**config.mk**
```make
export PLATFORM = sky130hd
export DESIGN_NAME = prefix_adder_pipe
export DESIGN_NICKNAME = d
export VERILOG_FILES = /design/src/rtl/prefix_adder_pkg.sv /design/src/rtl/prefix_level.sv /design/src/rtl/prefix_adder_pipe.sv
export SDC_FILE = /design/constraint.sdc
export NUM_CORES = 1
export LEC_CHECK = 0
export CAP_MARGIN = 5
export CORE_MARGIN = 3
export CORE_UTILIZATION = 50
export DETAILED_ROUTE_END_ITERATION = 10
export HOLD_SLACK_MARGIN = 0.12
export PLACE_DENSITY = 0.75
export SLEW_MARGIN = 0
export SYNTH_ARGS = -nofsm -noshare
export SYNTH_HDL_FRONTEND = slang
export SYNTH_SLANG_ARGS = --single-unit
```
**constraint.sdc**
```tcl
create_clock -name clk_i -period 10.35 [get_ports clk_i]
set_input_delay 2.5875 -clock clk_i [delete_from_list [all_inputs] [get_ports clk_i]]
set_output_delay 2.5875 -clock clk_i [all_outputs]
set_load 0.005 [all_outputs]
```
**src/rtl/prefix_adder_pkg.sv**
```systemverilog
// Shared types and elaboration helpers for the pipelined Kogge-Stone adder.
// The latency helper is the single source of truth for both RTL and benches.
package prefix_adder_pkg;

    typedef struct packed {
        logic g;
        logic p;
    } gp_t;

    // Number of Kogge-Stone levels needed to span `width` bits.
    function automatic int unsigned clog2_levels(input int unsigned width);
        int unsigned lv;
        lv = 0;
        for (int unsigned i = 0; i < 8; i++) begin
            if ((32'd1 << i) < width) begin
                lv = i + 1;
            end
        end
        return lv;
    endfunction

    function automatic int unsigned pipe_latency(input int unsigned width,
                                                 input int unsigned pipe_every);
        if (pipe_every == 0) begin
            return 1;
        end
        return 1 + (clog2_levels(width) - 1) / pipe_every;
    endfunction

    // A stage register sits after level k when k is a multiple of the spacing,
    // except after the last level where the output register already sits.
    function automatic bit stage_reg(input int unsigned level, input int unsigned levels,
                                     input int unsigned pipe_every);
        return (pipe_every != 0) && (level % pipe_every == 0) && (level < levels);
    endfunction

    function automatic bit params_legal(input int unsigned width, input int unsigned tag_w);
        return (width >= 2) && (width <= 128) && (tag_w >= 1) && (tag_w <= 32);
    endfunction

    function automatic gp_t gp_combine(input gp_t hi, input gp_t lo);
        gp_t r;
        r.g = hi.g | (hi.p & lo.g);
        r.p = hi.p & lo.p;
        return r;
    endfunction

endpackage

```
**src/rtl/prefix_level.sv**
```systemverilog
// One Kogge-Stone prefix level, optionally followed by a stage register that
// also carries the original propagate vector, carry-in, tag and valid bit.
module prefix_level
    import prefix_adder_pkg::*;
#(
    parameter int unsigned WIDTH = 32,
    parameter int unsigned DIST  = 1,
    parameter bit          REG   = 1'b0,
    parameter int unsigned TAG_W = 4
) (
    input  logic             clk_i,
    input  logic             rst_ni,
    input  logic             adv_i,
    input  logic             valid_i,
    input  logic [WIDTH-1:0] g_i,
    input  logic [WIDTH-1:0] p_i,
    input  logic [WIDTH-1:0] pv_i,
    input  logic             c0_i,
    input  logic [TAG_W-1:0] tag_i,
    output logic             valid_o,
    output logic [WIDTH-1:0] g_o,
    output logic [WIDTH-1:0] p_o,
    output logic [WIDTH-1:0] pv_o,
    output logic             c0_o,
    output logic [TAG_W-1:0] tag_o
);

    logic [WIDTH-1:0] g_d;
    logic [WIDTH-1:0] p_d;

    for (genvar i = 0; i < int'(WIDTH); i++) begin : g_bit
        if (i >= int'(DIST)) begin : g_comb
            gp_t gp;
            assign gp     = gp_combine({g_i[i], p_i[i]},
                                       {g_i[i - int'(DIST)], p_i[i - int'(DIST)]});
            assign g_d[i] = gp.g;
            assign p_d[i] = gp.p;
        end else begin : g_pass
            assign g_d[i] = g_i[i];
            assign p_d[i] = p_i[i];
        end
    end

    if (REG) begin : g_reg
        logic             valid_q;
        logic [WIDTH-1:0] g_q;
        logic [WIDTH-1:0] p_q;
        logic [WIDTH-1:0] pv_q;
        logic             c0_q;
        logic [TAG_W-1:0] tag_q;

        always_ff @(posedge clk_i or negedge rst_ni) begin
            if (!rst_ni) begin
                valid_q <= 1'b0;
            end else if (adv_i) begin
                valid_q <= valid_i;
            end
        end

        // Datapath carries no reset; only the valid bit qualifies it.
        always_ff @(posedge clk_i) begin
            if (adv_i) begin
                g_q   <= g_d;
                p_q   <= p_d;
                pv_q  <= pv_i;
                c0_q  <= c0_i;
                tag_q <= tag_i;
            end
        end

        assign valid_o = valid_q;
        assign g_o     = g_q;
        assign p_o     = p_q;
        assign pv_o    = pv_q;
        assign c0_o    = c0_q;
        assign tag_o   = tag_q;
    end else begin : g_wire
        logic unused_ctrl;
        assign unused_ctrl = ^{clk_i, rst_ni, adv_i};

        assign valid_o = valid_i;
        assign g_o     = g_d;
        assign p_o     = p_d;
        assign pv_o    = pv_i;
        assign c0_o    = c0_i;
        assign tag_o   = tag_i;
    end

endmodule

```
**src/rtl/prefix_adder_pipe.sv**
```systemverilog
// Pipelined Kogge-Stone adder/subtractor with valid/ready streaming, carry-in,
// signed overflow and a sideband tag; one global advance drives every stage.
module prefix_adder_pipe
    import prefix_adder_pkg::*;
#(
    parameter int unsigned WIDTH      = 32,
    parameter int unsigned PIPE_EVERY = 2,
    parameter int unsigned TAG_W      = 4
) (
    input  logic             clk_i,
    input  logic             rst_ni,
    input  logic             in_valid_i,
    output logic             in_ready_o,
    input  logic [WIDTH-1:0] a_i,
    input  logic [WIDTH-1:0] b_i,
    input  logic             cin_i,
    input  logic             sub_i,
    input  logic [TAG_W-1:0] in_tag_i,
    output logic             out_valid_o,
    input  logic             out_ready_i,
    output logic [WIDTH-1:0] sum_o,
    output logic             cout_o,
    output logic             ovf_o,
    output logic [TAG_W-1:0] out_tag_o
);

    localparam int unsigned LEVELS = clog2_levels(WIDTH);

    if (!params_legal(WIDTH, TAG_W)) begin : g_bad_params
        $fatal(1, "prefix_adder_pipe: WIDTH must be 2..128 and TAG_W 1..32");
    end

    logic adv;
    logic out_valid_q;

    // Combinational out_ready -> in_ready path: the whole pipe moves as one.
    assign adv        = !out_valid_q || out_ready_i;
    assign in_ready_o = adv;

    logic [WIDTH-1:0] b_eff;
    logic [WIDTH-1:0] p0;
    logic [WIDTH-1:0] g0;
    logic             c0;

    always_comb begin
        b_eff = sub_i ? ~b_i : b_i;
        c0    = sub_i | cin_i;
        p0    = a_i ^ b_eff;
        g0    = a_i & b_eff;
        g0[0] = g0[0] | (p0[0] & c0);
    end

    for (genvar k = 1; k <= int'(LEVELS); k++) begin : g_lvl
        logic             valid_in;
        logic             valid_out;
        logic             c0_in;
        logic             c0_out;
        logic [WIDTH-1:0] g_in;
        logic [WIDTH-1:0] p_in;
        logic [WIDTH-1:0] pv_in;
        logic [WIDTH-1:0] g_out;
        logic [WIDTH-1:0] p_out;
        logic [WIDTH-1:0] pv_out;
        logic [TAG_W-1:0] tag_in;
        logic [TAG_W-1:0] tag_out;

        if (k == 1) begin : g_first
            assign valid_in = in_valid_i;
            assign g_in     = g0;
            assign p_in     = p0;
            assign pv_in    = p0;
            assign c0_in    = c0;
            assign tag_in   = in_tag_i;
        end else begin : g_chain
            assign valid_in = g_lvl[k-1].valid_out;
            assign g_in     = g_lvl[k-1].g_out;
            assign p_in     = g_lvl[k-1].p_out;
            assign pv_in    = g_lvl[k-1].pv_out;
            assign c0_in    = g_lvl[k-1].c0_out;
            assign tag_in   = g_lvl[k-1].tag_out;
        end

        prefix_level #(
            .WIDTH (WIDTH),
            .DIST  (32'd1 << (k - 1)),
            .REG   (stage_reg(k, LEVELS, PIPE_EVERY)),
            .TAG_W (TAG_W)
        ) u_level (
            .clk_i   (clk_i),
            .rst_ni  (rst_ni),
            .adv_i   (adv),
            .valid_i (valid_in),
            .g_i     (g_in),
            .p_i     (p_in),
            .pv_i    (pv_in),
            .c0_i    (c0_in),
            .tag_i   (tag_in),
            .valid_o (valid_out),
            .g_o     (g_out),
            .p_o     (p_out),
            .pv_o    (pv_out),
            .c0_o    (c0_out),
            .tag_o   (tag_out)
        );
    end

    logic             valid_fin;
    logic             c0_fin;
    logic [WIDTH-1:0] g_fin;
    logic [WIDTH-1:0] pv_fin;
    logic [TAG_W-1:0] tag_fin;
    logic             unused_p;

    assign valid_fin = g_lvl[LEVELS].valid_out;
    assign c0_fin    = g_lvl[LEVELS].c0_out;
    assign g_fin     = g_lvl[LEVELS].g_out;
    assign pv_fin    = g_lvl[LEVELS].pv_out;
    assign tag_fin   = g_lvl[LEVELS].tag_out;
    assign unused_p  = ^g_lvl[LEVELS].p_out;

    logic [WIDTH-1:0] sum_d;
    logic             cout_d;
    logic             ovf_d;

    // G[i] is the carry out of bit i, so it is also the carry into bit i+1.
    always_comb begin
        sum_d  = pv_fin ^ {g_fin[WIDTH-2:0], c0_fin};
        cout_d = g_fin[WIDTH-1];
        ovf_d  = g_fin[WIDTH-2] ^ g_fin[WIDTH-1];
    end

    logic [WIDTH-1:0] sum_q;
    logic             cout_q;
    logic             ovf_q;
    logic [TAG_W-1:0] tag_q;

    always_ff @(posedge clk_i or negedge rst_ni) begin
        if (!rst_ni) begin
            out_valid_q <= 1'b0;
        end else if (adv) begin
            out_valid_q <= valid_fin;
        end
    end

    always_ff @(posedge clk_i) begin
        if (adv) begin
            sum_q  <= sum_d;
            cout_q <= cout_d;
            ovf_q  <= ovf_d;
            tag_q  <= tag_fin;
        end
    end

    assign out_valid_o = out_valid_q;
    assign sum_o       = sum_q;
    assign cout_o      = cout_q;
    assign ovf_o       = ovf_q;
    assign out_tag_o   = tag_q;

endmodule

```
**Routed metal, one color a layer**

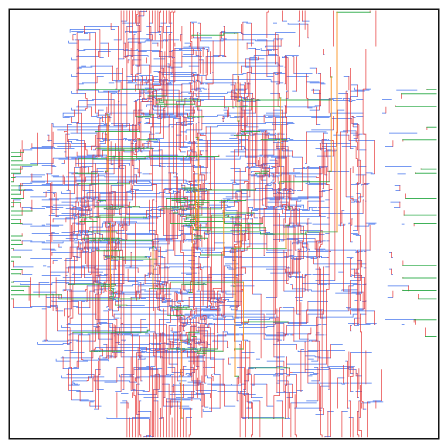
| color | layer | wire length |
|---|---|---|
| orange | M4 | 399 um |
| red | M2 | 8620 um |
| blue | M1 | 7030 um |
| green | M3 | 1200 um |
total global routing track utilization: 0.178
WL/cell: 18.3 um
total number of vias: 5107

**Placement view**

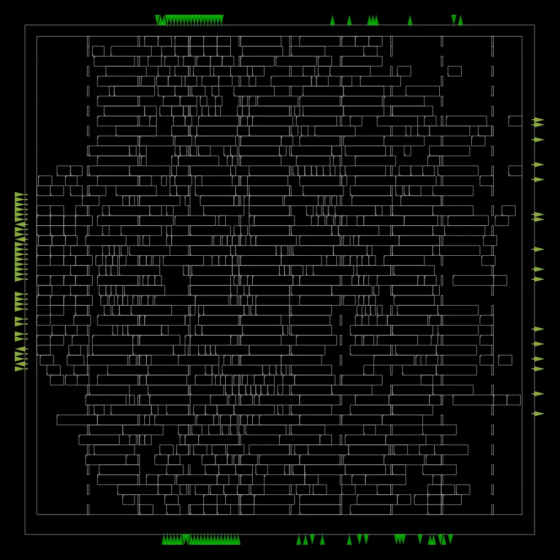
core area: 17300 sq um
num sequential: 223
count of placed standard cells in the final layout, fillers left out: 945
fill cell count: 1221
Rows: 48

==> impl_metrics.json <==
{
  "status": "finished, final reports clean",
  "power.total_w": 0.00263,
  "grt_first_pass_wirelength_mm": 27.4,
  "final_period_minus_worst_setup_slack_ps": 7150,
  "switching_power_of_the_nets_w": 0.000646,
  "finalWeightedCongestion": 0.932,
  "grt_busiest_layer": "met2",
  "setup.worst_path.start_class": "input port",
  "synth.yosys.seq_area_share": 0.754,
  "pwr.group.sequential_w": 0.00141,
  "preCtsSetupSlack_ps": 3130,
  "synth.cellmix.adderShare": 0.0452,
  "report.final.slew_viol_count": 0,
  "sequence_of_cells_on_the_critical_path": "clkdlybuf4s50_1 -> nand2b_4 -> clkdlybuf4s50_1",
  "tightest_slew_ps": 1100,
  "synth_stat.cells": 570,
  "leading_power_group": "registers",
  "grt_pass1_vias": 5251,
  "number_of_drc_violations_after_detailed_routing_iteration_0": 505,
  "comb-power_w": 0.000454,
  "drc": 0,
  "dieArea_sq_um": 19300,
  "globalRouteOverflowTotal": 0,
  "netlist-cell-type-count": 23,
  "maxCapViolations": 0,
  "critical_path.reg2reg.startpoint": "out_valid_o",
  "edf_count": 220,
  "cp_common_cell": "sky130_fd_sc_hd__clkdlybuf4s50_1",
  "number_of_sinks_handled_by_clock_tree_synthesis": 223,
  "nets": 811,
  "swShare": 0.246,
  "wl_met2_mm": 8.62,
  "tool_warnings": 26,
  "synth_chip_area_sq_um": 8860,
  "synth.area.top_cells": "sky130_fd_sc_hd__edfxtp_1, sky130_fd_sc_hd__xor2_1, sky130_fd_sc_hd__ha_1, sky130_fd_sc_hd__a21oi_1, sky130_fd_sc_hd__nand2_1",
  "worst_hold_startpoint": "g_lvl[2].u_level.pv_o[22]",
  "timing.final.setup_violations": 0,
  "holdWs_ps": 419,
  "floorplan.nets": 676,
  "leading_post_synthesis_cells_by_instance_count": "sky130_fd_sc_hd__edfxtp_1, sky130_fd_sc_hd__a21oi_1, sky130_fd_sc_hd__nand2_1",
  "timing.hold.worst.class": "reg2reg",
  "route.met3.wl_mm": 1.20,
  "final_wirelength_mm": 17.2,
  "root_buffer": "sky130_fd_sc_hd__clkbuf_16",
  "cts_tree": "done",
  "min_delay_path_depth": 0,
  "combinationalPowerShare": 0.173,
  "synthCells": 570,
  "cp-startpoint": "out_ready_i",
  "highest_achievable_clock_rate_ghz": 0.140,
  "ys_ff": 223,
  "num_io_pins": 114,
  "cts-htree-levels": 1,
  "r2r_setup_slack_ps": 7780,
  "yosysMostFrequentCell": "sky130_fd_sc_hd__edfxtp_1",
  "grt_start_max_net_pins": 86,
  "post-cts-setup-buffers": 0,
  "final_cell_mix": "sky130_fd_sc_hd__edfxtp_1, sky130_fd_sc_hd__clkdlybuf4s50_1, sky130_fd_sc_hd__a21oi_1",
  "dp_hpwl_mm": 12.1,
  "worst-path-stages": 3,
  "fp.dieW_um": 139,
  "floorplan.core_util": 0.512,
  "critPathArrivalTime_ps": 4560,
  "synth_top_area_share": 0.746,
  "placement.io_buffers": 113
}
**Routed clock nets over the placement**

Scale bar: 50 um.
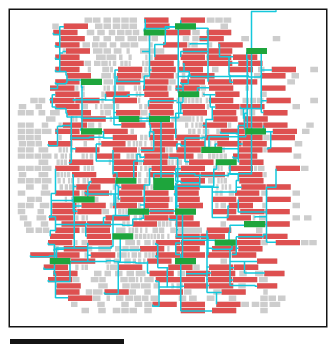
[green] clock-net drivers | count: 22
[cyan] clock wires | length: 2270 um
[red] flip-flops | count: 223
routed clock nets: 23
P_clk: 0.000766 W
Latency at later pin: 490 ps
relative contribution of the clock network to total power: 0.292
clock skew: 12.1 ps

**Close-up of the layout**

Window x 50 to 90, y 22 to 62 um. Cells in gray, sequential cells in the stronger gray; small squares are vias.
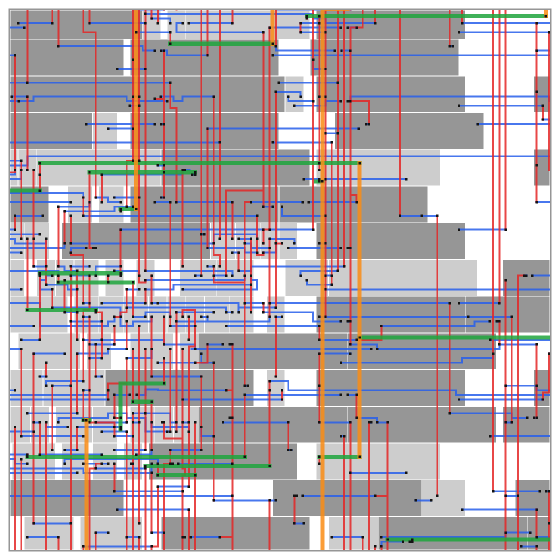
| color | layer |
|---|---|
| orange | M4 |
| blue | M1 |
| red | M2 |
| green | M3 |
cells with their middle in the window: 85
sequential cells in the window: 29
netlist names of flops here include: g_lvl.u_level.g_o (13), g_lvl.u_level.pv_o (10), g_lvl.u_level.p_o (5)
most frequent: edfxtp_1 (29), nand2_1 (9)

-- layout make-up --
cell class	instances	area (sq um)
clock inverter	8	92.6
sequential	223	6680
fill	1221	6340
inverter	4	15.0
tap	225	282
clock buffer	31	606
multi-input combinational	339	2140
timing repair buffer	115	1140
-- through the flow --
stage	cells	instance area (sq um)
5_1_grt	945	11000
4_1_cts	945	11000
3_3_place_gp	906	10300
3_5_place_dp	906	10300
2_1_floorplan	570	8860
6_report	945	11000
-- state kept, by name, indices dropped and copies added, names as in the netlist --
signal,cells
g_lvl.u_level.pv_o,64
sum_o,32
g_lvl.u_level.c0_o,2
out_tag_o,4
cout_o,1
ovf_o,1
out_valid_o,1
g_lvl.u_level.tag_o,8
g_lvl.u_level.g_o,64
g_lvl.u_level.p_o,44
g_lvl.u_level.valid_o,2
Power and IR drop assume default switching activity.
